<file path="src/rtl/gb_pkg.sv">
// Constants and types shared by the opcode fetch stage and the rest of the CPU:
// bus widths, the CB prefix byte, and the M1 T-state sequencer states.
package gb_pkg;

    localparam int ADDR_W = 16;
    localparam int DATA_W = 8;
    localparam logic [ADDR_W-1:0] RESET_PC_DEFAULT = 16'h0000;
    localparam logic [DATA_W-1:0] CB_PREFIX = 8'hCB;

    typedef enum logic [2:0] {
        ST_IDLE = 3'd0,
        ST_T1   = 3'd1,
        ST_T2   = 3'd2,
        ST_T3   = 3'd3,
        ST_T4   = 3'd4
    } fetch_state_t;

    // T-state index as seen by the rest of the CPU (IDLE reports as T1).
    function automatic logic [1:0] tstate_of(fetch_state_t s);
        case (s)
            ST_T2:   return 2'd1;
            ST_T3:   return 2'd2;
            ST_T4:   return 2'd3;
            default: return 2'd0;
        endcase
    endfunction

    // Memory read is driven during T1..T3 only.
    function automatic logic is_bus_phase(fetch_state_t s);
        return (s == ST_T1) || (s == ST_T2) || (s == ST_T3);
    endfunction

endpackage

</file>
<file path="src/rtl/fetch_unit_if.sv">
// Memory read bus and opcode handshake between the fetch stage and its neighbours.
// op_valid/op_ready: a transfer happens on a rising edge where both are high;
// op_valid never drops and op_next/op_ext never change until that edge.
interface fetch_unit_if #(
    parameter int ADDR_WIDTH = gb_pkg::ADDR_W,
    parameter int DATA_WIDTH = gb_pkg::DATA_W
);
    logic [ADDR_WIDTH-1:0] mem_addr;
    logic                  mem_rd;
    logic [DATA_WIDTH-1:0] mem_data;
    logic                  mem_wait;
    logic [DATA_WIDTH-1:0] op_next;
    logic                  op_ext;
    logic                  op_valid;
    logic                  op_ready;

    modport master (
        output mem_addr, mem_rd, op_next, op_ext, op_valid,
        input  mem_data, mem_wait, op_ready
    );

    modport slave (
        input  mem_addr, mem_rd, op_next, op_ext, op_valid,
        output mem_data, mem_wait, op_ready
    );
endinterface

</file>
<file path="src/rtl/fetch_unit_pc_reg.sv">
// Program counter with increment and load; load wins over increment.
// pc_next exposes the value the register takes on the coming edge.
module pc_reg #(
    parameter int                    ADDR_WIDTH = gb_pkg::ADDR_W,
    parameter logic [ADDR_WIDTH-1:0] RESET_PC   = gb_pkg::RESET_PC_DEFAULT
) (
    input  logic                  clk,
    input  logic                  rst,
    input  logic                  inc,
    input  logic                  load,
    input  logic [ADDR_WIDTH-1:0] load_val,
    output logic [ADDR_WIDTH-1:0] pc,
    output logic [ADDR_WIDTH-1:0] pc_next
);

    always_comb begin
        pc_next = pc;
        if (load) begin
            pc_next = load_val;
        end else if (inc) begin
            pc_next = pc + ADDR_WIDTH'(1);
        end
    end

    always_ff @(posedge clk or negedge rst) begin
        if (!rst) begin
            pc <= RESET_PC;
        end else begin
            pc <= pc_next;
        end
    end

endmodule

</file>
<file path="src/rtl/fetch_unit.sv">
// M1 opcode fetch stage: sequences T1..T4, reads memory at PC and folds a CB
// prefix plus its following byte into one extended opcode for the decoder.
module fetch_unit
    import gb_pkg::*;
#(
    parameter int                    ADDR_WIDTH = gb_pkg::ADDR_W,
    parameter int                    DATA_WIDTH = gb_pkg::DATA_W,
    parameter logic [ADDR_WIDTH-1:0] RESET_PC   = gb_pkg::RESET_PC_DEFAULT
) (
    input  logic                  clk,
    input  logic                  rst,
    fetch_unit_if.master          bus,
    input  logic                  pc_load,
    input  logic [ADDR_WIDTH-1:0] pc_load_val,
    output logic [ADDR_WIDTH-1:0] pc,
    output logic                  m1t1,
    output logic [1:0]            tstate,
    output fetch_state_t          fsm_state
);

    fetch_state_t          state_q, state_d;
    logic                  handshake;
    logic                  pc_inc, pc_ld;
    logic [ADDR_WIDTH-1:0] pc_next;
    logic [ADDR_WIDTH-1:0] mem_addr_q;
    logic                  mem_rd_q;
    logic [DATA_WIDTH-1:0] op_next_q;
    logic                  op_ext_q, op_valid_q, prefix_q;

    assign handshake = (state_q == ST_T4) && op_valid_q && bus.op_ready;

    pc_reg #(.ADDR_WIDTH(ADDR_WIDTH), .RESET_PC(RESET_PC)) u_pc_reg (
        .clk      (clk),
        .rst      (rst),
        .inc      (pc_inc),
        .load     (pc_ld),
        .load_val (pc_load_val),
        .pc       (pc),
        .pc_next  (pc_next)
    );

    always_ff @(posedge clk or negedge rst) begin
        if (!rst) begin
            state_q <= ST_IDLE;
        end else begin
            state_q <= state_d;
        end
    end

    always_comb begin
        state_d = state_q;
        pc_inc  = 1'b0;
        pc_ld   = 1'b0;
        case (state_q)
            ST_IDLE: state_d = ST_T1;
            ST_T1:   state_d = ST_T2;
            ST_T2:   if (!bus.mem_wait) state_d = ST_T3;
            ST_T3: begin
                state_d = ST_T4;
                pc_inc  = 1'b1;
            end
            ST_T4: begin
                // A prefix byte leaves op_valid low, so T4 falls straight through.
                if (!op_valid_q) begin
                    state_d = ST_T1;
                end else if (bus.op_ready) begin
                    state_d = ST_T1;
                    pc_ld   = pc_load;
                end
            end
            default: state_d = ST_IDLE;
        endcase
    end

    // Outputs are registered from the next state so they line up with it.
    always_ff @(posedge clk or negedge rst) begin
        if (!rst) begin
            mem_addr_q <= '0;
            mem_rd_q   <= 1'b0;
            m1t1       <= 1'b0;
            tstate     <= 2'd0;
            op_next_q  <= '0;
            op_ext_q   <= 1'b0;
            op_valid_q <= 1'b0;
            prefix_q   <= 1'b0;
        end else begin
            mem_rd_q <= is_bus_phase(state_d);
            m1t1     <= (state_d == ST_T1);
            tstate   <= tstate_of(state_d);
            if (state_d == ST_T1) begin
                mem_addr_q <= pc_next;
            end
            if (state_q == ST_T3) begin
                if ((bus.mem_data == DATA_WIDTH'(CB_PREFIX)) && !prefix_q) begin
                    prefix_q <= 1'b1;
                end else begin
                    op_next_q  <= bus.mem_data;
                    op_ext_q   <= prefix_q;
                    op_valid_q <= 1'b1;
                    prefix_q   <= 1'b0;
                end
            end
            if (handshake) begin
                op_valid_q <= 1'b0;
            end
        end
    end

    assign bus.mem_addr = mem_addr_q;
    assign bus.mem_rd   = mem_rd_q;
    assign bus.op_next  = op_next_q;
    assign bus.op_ext   = op_ext_q;
    assign bus.op_valid = op_valid_q;
    assign fsm_state    = state_q;

endmodule
</file>
<file path="src/flat_wrapper.sv">
// flat-port wrapper written by rule: the top's interface ports become plain ports
module fetch_unit_flat import gb_pkg::*;
#(
    parameter int                    ADDR_WIDTH = gb_pkg::ADDR_W,
    parameter int                    DATA_WIDTH = gb_pkg::DATA_W,
    parameter logic [ADDR_WIDTH-1:0] RESET_PC   = gb_pkg::RESET_PC_DEFAULT
)
  (clk, rst, pc_load, pc_load_val, pc, m1t1, tstate, fsm_state, bus_mem_addr, bus_mem_rd, bus_op_next, bus_op_ext, bus_op_valid, bus_mem_data, bus_mem_wait, bus_op_ready);
  fetch_unit_if #(.ADDR_WIDTH(ADDR_WIDTH), .DATA_WIDTH(DATA_WIDTH)) bus_i ();
  input  logic clk;
  input  logic rst;
  input  logic pc_load;
  input  logic [ADDR_WIDTH-1:0] pc_load_val;
  output logic [ADDR_WIDTH-1:0] pc;
  output logic m1t1;
  output logic [1:0] tstate;
  output fetch_state_t fsm_state;
  output wire logic [$bits(bus_i.mem_addr)-1:0] bus_mem_addr;
  output wire logic [$bits(bus_i.mem_rd)-1:0] bus_mem_rd;
  output wire logic [$bits(bus_i.op_next)-1:0] bus_op_next;
  output wire logic [$bits(bus_i.op_ext)-1:0] bus_op_ext;
  output wire logic [$bits(bus_i.op_valid)-1:0] bus_op_valid;
  input wire logic [$bits(bus_i.mem_data)-1:0] bus_mem_data;
  input wire logic [$bits(bus_i.mem_wait)-1:0] bus_mem_wait;
  input wire logic [$bits(bus_i.op_ready)-1:0] bus_op_ready;
  assign bus_mem_addr = bus_i.mem_addr;
  assign bus_mem_rd = bus_i.mem_rd;
  assign bus_op_next = bus_i.op_next;
  assign bus_op_ext = bus_i.op_ext;
  assign bus_op_valid = bus_i.op_valid;
  assign bus_i.mem_data = bus_mem_data;
  assign bus_i.mem_wait = bus_mem_wait;
  assign bus_i.op_ready = bus_op_ready;
  fetch_unit #(.ADDR_WIDTH(ADDR_WIDTH), .DATA_WIDTH(DATA_WIDTH), .RESET_PC(RESET_PC)) u_core (.clk(clk), .rst(rst), .bus(bus_i), .pc_load(pc_load), .pc_load_val(pc_load_val), .pc(pc), .m1t1(m1t1), .tstate(tstate), .fsm_state(fsm_state));
endmodule
</file>
<file path="config.mk">
export PLATFORM = sky130hd
export DESIGN_NAME = fetch_unit_flat
export DESIGN_NICKNAME = d
export VERILOG_FILES = /design/src/rtl/gb_pkg.sv /design/src/rtl/fetch_unit_if.sv /design/src/rtl/fetch_unit_pc_reg.sv /design/src/rtl/fetch_unit.sv /design/src/flat_wrapper.sv
export SDC_FILE = /design/constraint.sdc
export NUM_CORES = 1
export LEC_CHECK = 0
export CAP_MARGIN = 20
export CORE_MARGIN = 5
export CORE_UTILIZATION = 50
export CTS_BUF_LIST = sky130_fd_sc_hd__clkbuf_4 sky130_fd_sc_hd__clkbuf_8
export DETAILED_ROUTE_END_ITERATION = 16
export HOLD_SLACK_MARGIN = 0.02
export PLACE_DENSITY = 0.9
export RECOVER_POWER = 25
export SLEW_MARGIN = 25
export SYNTH_ARGS = -nofsm -noshare
export SYNTH_HDL_FRONTEND = slang
export SYNTH_HIERARCHICAL = 1
export SYNTH_SLANG_ARGS = --single-unit
</file>
<file path="constraint.sdc">
create_clock -name clk -period 5.8 [get_ports clk]
set_input_delay 1.16 -clock clk [delete_from_list [all_inputs] [get_ports clk]]
set_output_delay 1.16 -clock clk [all_outputs]
set_load 0.02 [all_outputs]
</file>
Placement by cell class:
The bar under the picture is 20 microns long.
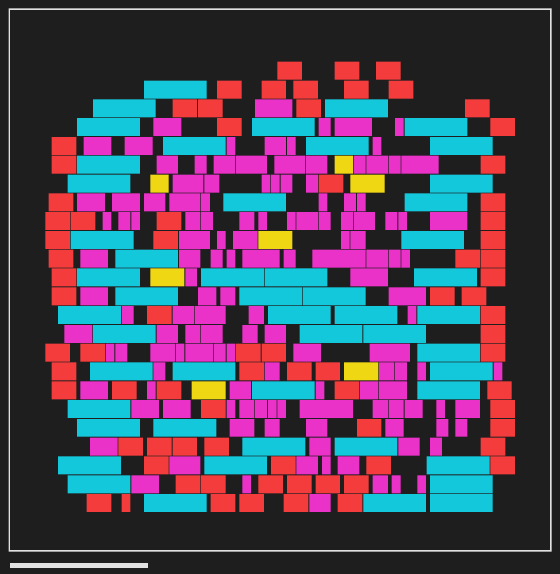
- red: remaining buffers and delay cells (cells 77; share of their area 24%)
- cyan: registers (cells 50; share of their area 40%)
- yellow: clock drivers and dummy loads (cells 7; share of their area 2.7%)
- magenta: remaining logic cells (cells 136; share of their area 33%)
flop share of the area: 0.391
row count: 24

Logic cells by family:
The bar under the picture is 20 microns long.
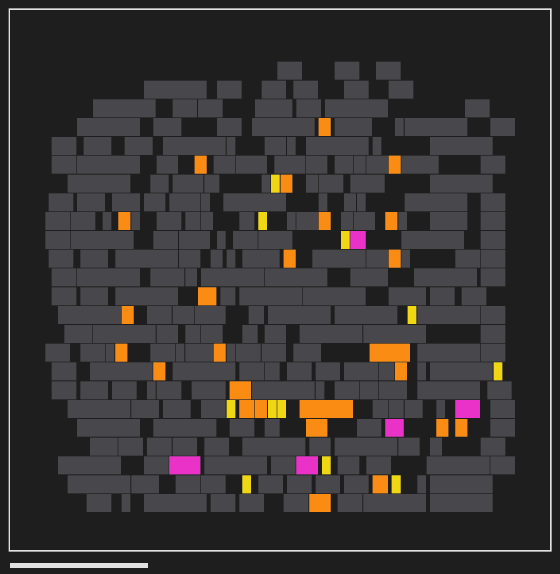
- orange: aoi and oai cells (cells 25)
- yellow: inv cells (cells 11)
- magenta: and/or cells (cells 5)
number of standard cells in the final layout excluding fillers: 322
most frequent logic cell in the layout: clkdlybuf4s50_1
Comb area share: 0.310

The clock network:
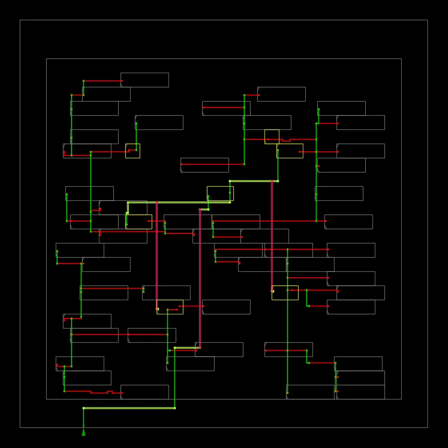
Worst Skew: 0.00360 ns
Num CTS Buffers: 5
worst-skew pair later-pin latency: 0.30 ns

Routed clock nets over the placement:
The bar under the picture is 20 microns long.
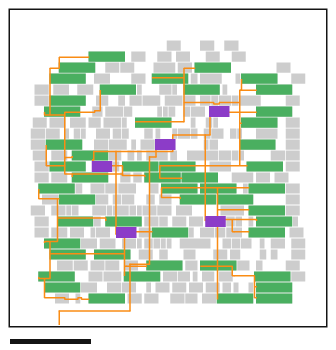
- purple: clock-net drivers (count 5)
- green: flip-flops (count 50)
- orange: clock wires (length 573 microns)
- flops lie: widely spread
- routed clock nets: 6
power share of the clock group: 0.107
clock distribution power: 197 uW

Supply network:
Pins as bars on the die edge. Tap cells in gray.
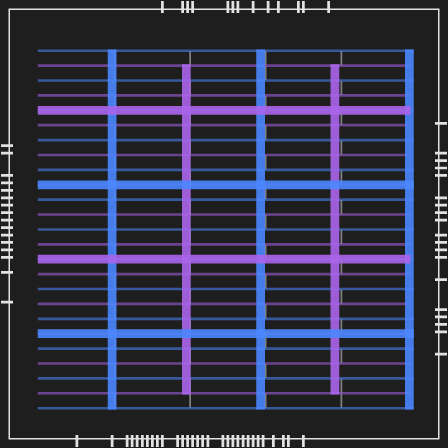
- blue: VSS
- purple: VDD
- rows: 24
- met1 rails: 25
- met4 straps: 5
- tap cells: 52
Die Height: 78.2 microns
worst vdd ir: 0.384 mV
total core area: 4440 sq um
horizontal extent of the die: 78.2 microns

==> flow_summary.toml <==
# implementation run metrics
[outcome]
outcome = "complete, but fails checks"
violations = "max-capacitance violations, max-slew violations"

[clock_tree]
cts_root_buffer = "clkbuf_8"
cts_setup_buffers = 0
cts-root-to-sink-buffers = 2
cts_repair_resize_count = 0

[synth]
yosys_warnings = 6
yosys.stat.seqShare = 0.539
yosys_most_used_dff = "dfrtp_1"

[placement]
replace_congestion = 0.785

[floorplan]
fp-utilization = 0.523

[hold_path]
hp-start = "u_core/bus.op_next[0]"

[routing]
route.detailed.vias_per_inst = 5.43

[run]
max_cap_viol_count = 1

[final_timing]
hold-worst-slack_ns = 0.503
drv_slew = 51
finalCriticalPeriod_ns = 3.09

[critical_path]
worst_path_max_delay_cell = "clkbuf_1"

[layout]
antenna_cells = 0
area.growth.synth_to_final_pct = 37.7
[final cells by class]
type	count	area (sq um)
Timing Repair Buffer	77	764
Tap cell	52	65.1
Inverter	11	41.3
Clock buffer	7	83.8
Multi-Input combinational cell	125	991
Fill cell	356	1250
Sequential cell	50	1250
[logic make-up after synthesis]
family	synth area share
buf+inv	0.0377
simple gates	0.147
mux	0.131
fa+ha+maj	0.00539
flops	0.539
compound gates	0.0835
xor+xnor	0.0566
[cell usage in the layout (no fill, tap or decap), types with 2 or more instances in the layout]
master / netlist / routed
dfrtp_1: 50 / 50
xor2_1: 6 / 6
xnor2_1: 9 / 9
mux2_2: 15 / 15
nor4_2: 5 / 5
nor3_1: 4 / 4
o21ai_1: 5 / 5
o21ai_0: 11 / 11
mux2_4: 7 / 7
a41oi_1: 3 / 3
o22a_1: 2 / 2
clkbuf_4: 0 / 2
inv_1: 11 / 11
nand3_1: 4 / 4
nand2_1: 21 / 21
o22ai_1: 2 / 2
nor2b_1: 2 / 2
nor2_1: 3 / 2
mux2i_1: 3 / 3
clkbuf_8: 0 / 5
clkdlybuf4s50_1: 0 / 76
nand4_1: 7 / 7
[worst paths after layout]
path / slack (ns) / to / depth (start not counted)
min: 0.50 / u_core/bus.op_next[0] / 1
max: 2.71 / u_core/bus.op_next[2] / 1
max in group clk: 2.77 / u_core/bus.mem_addr[12] / 7
min reg2reg: 0.50 / u_core/bus.op_next[0] / 1
max reg2reg: 2.77 / u_core/bus.mem_addr[12] / 7
min in group asynchronous: 1.64 / u_core/bus.op_next[5] / 1
[report_power, final]
| group | total, uW | leakage (uW) | internal (uW) | switching, uW |
|---|---|---|---|---|
| clock | 197 | 0.0000452 | 92.6 | 105 |
| combinational | 983 | 0.000658 | 497 | 486 |
| sequential | 656 | 0.000574 | 510 | 146 |
Power and IR drop assume default switching activity.
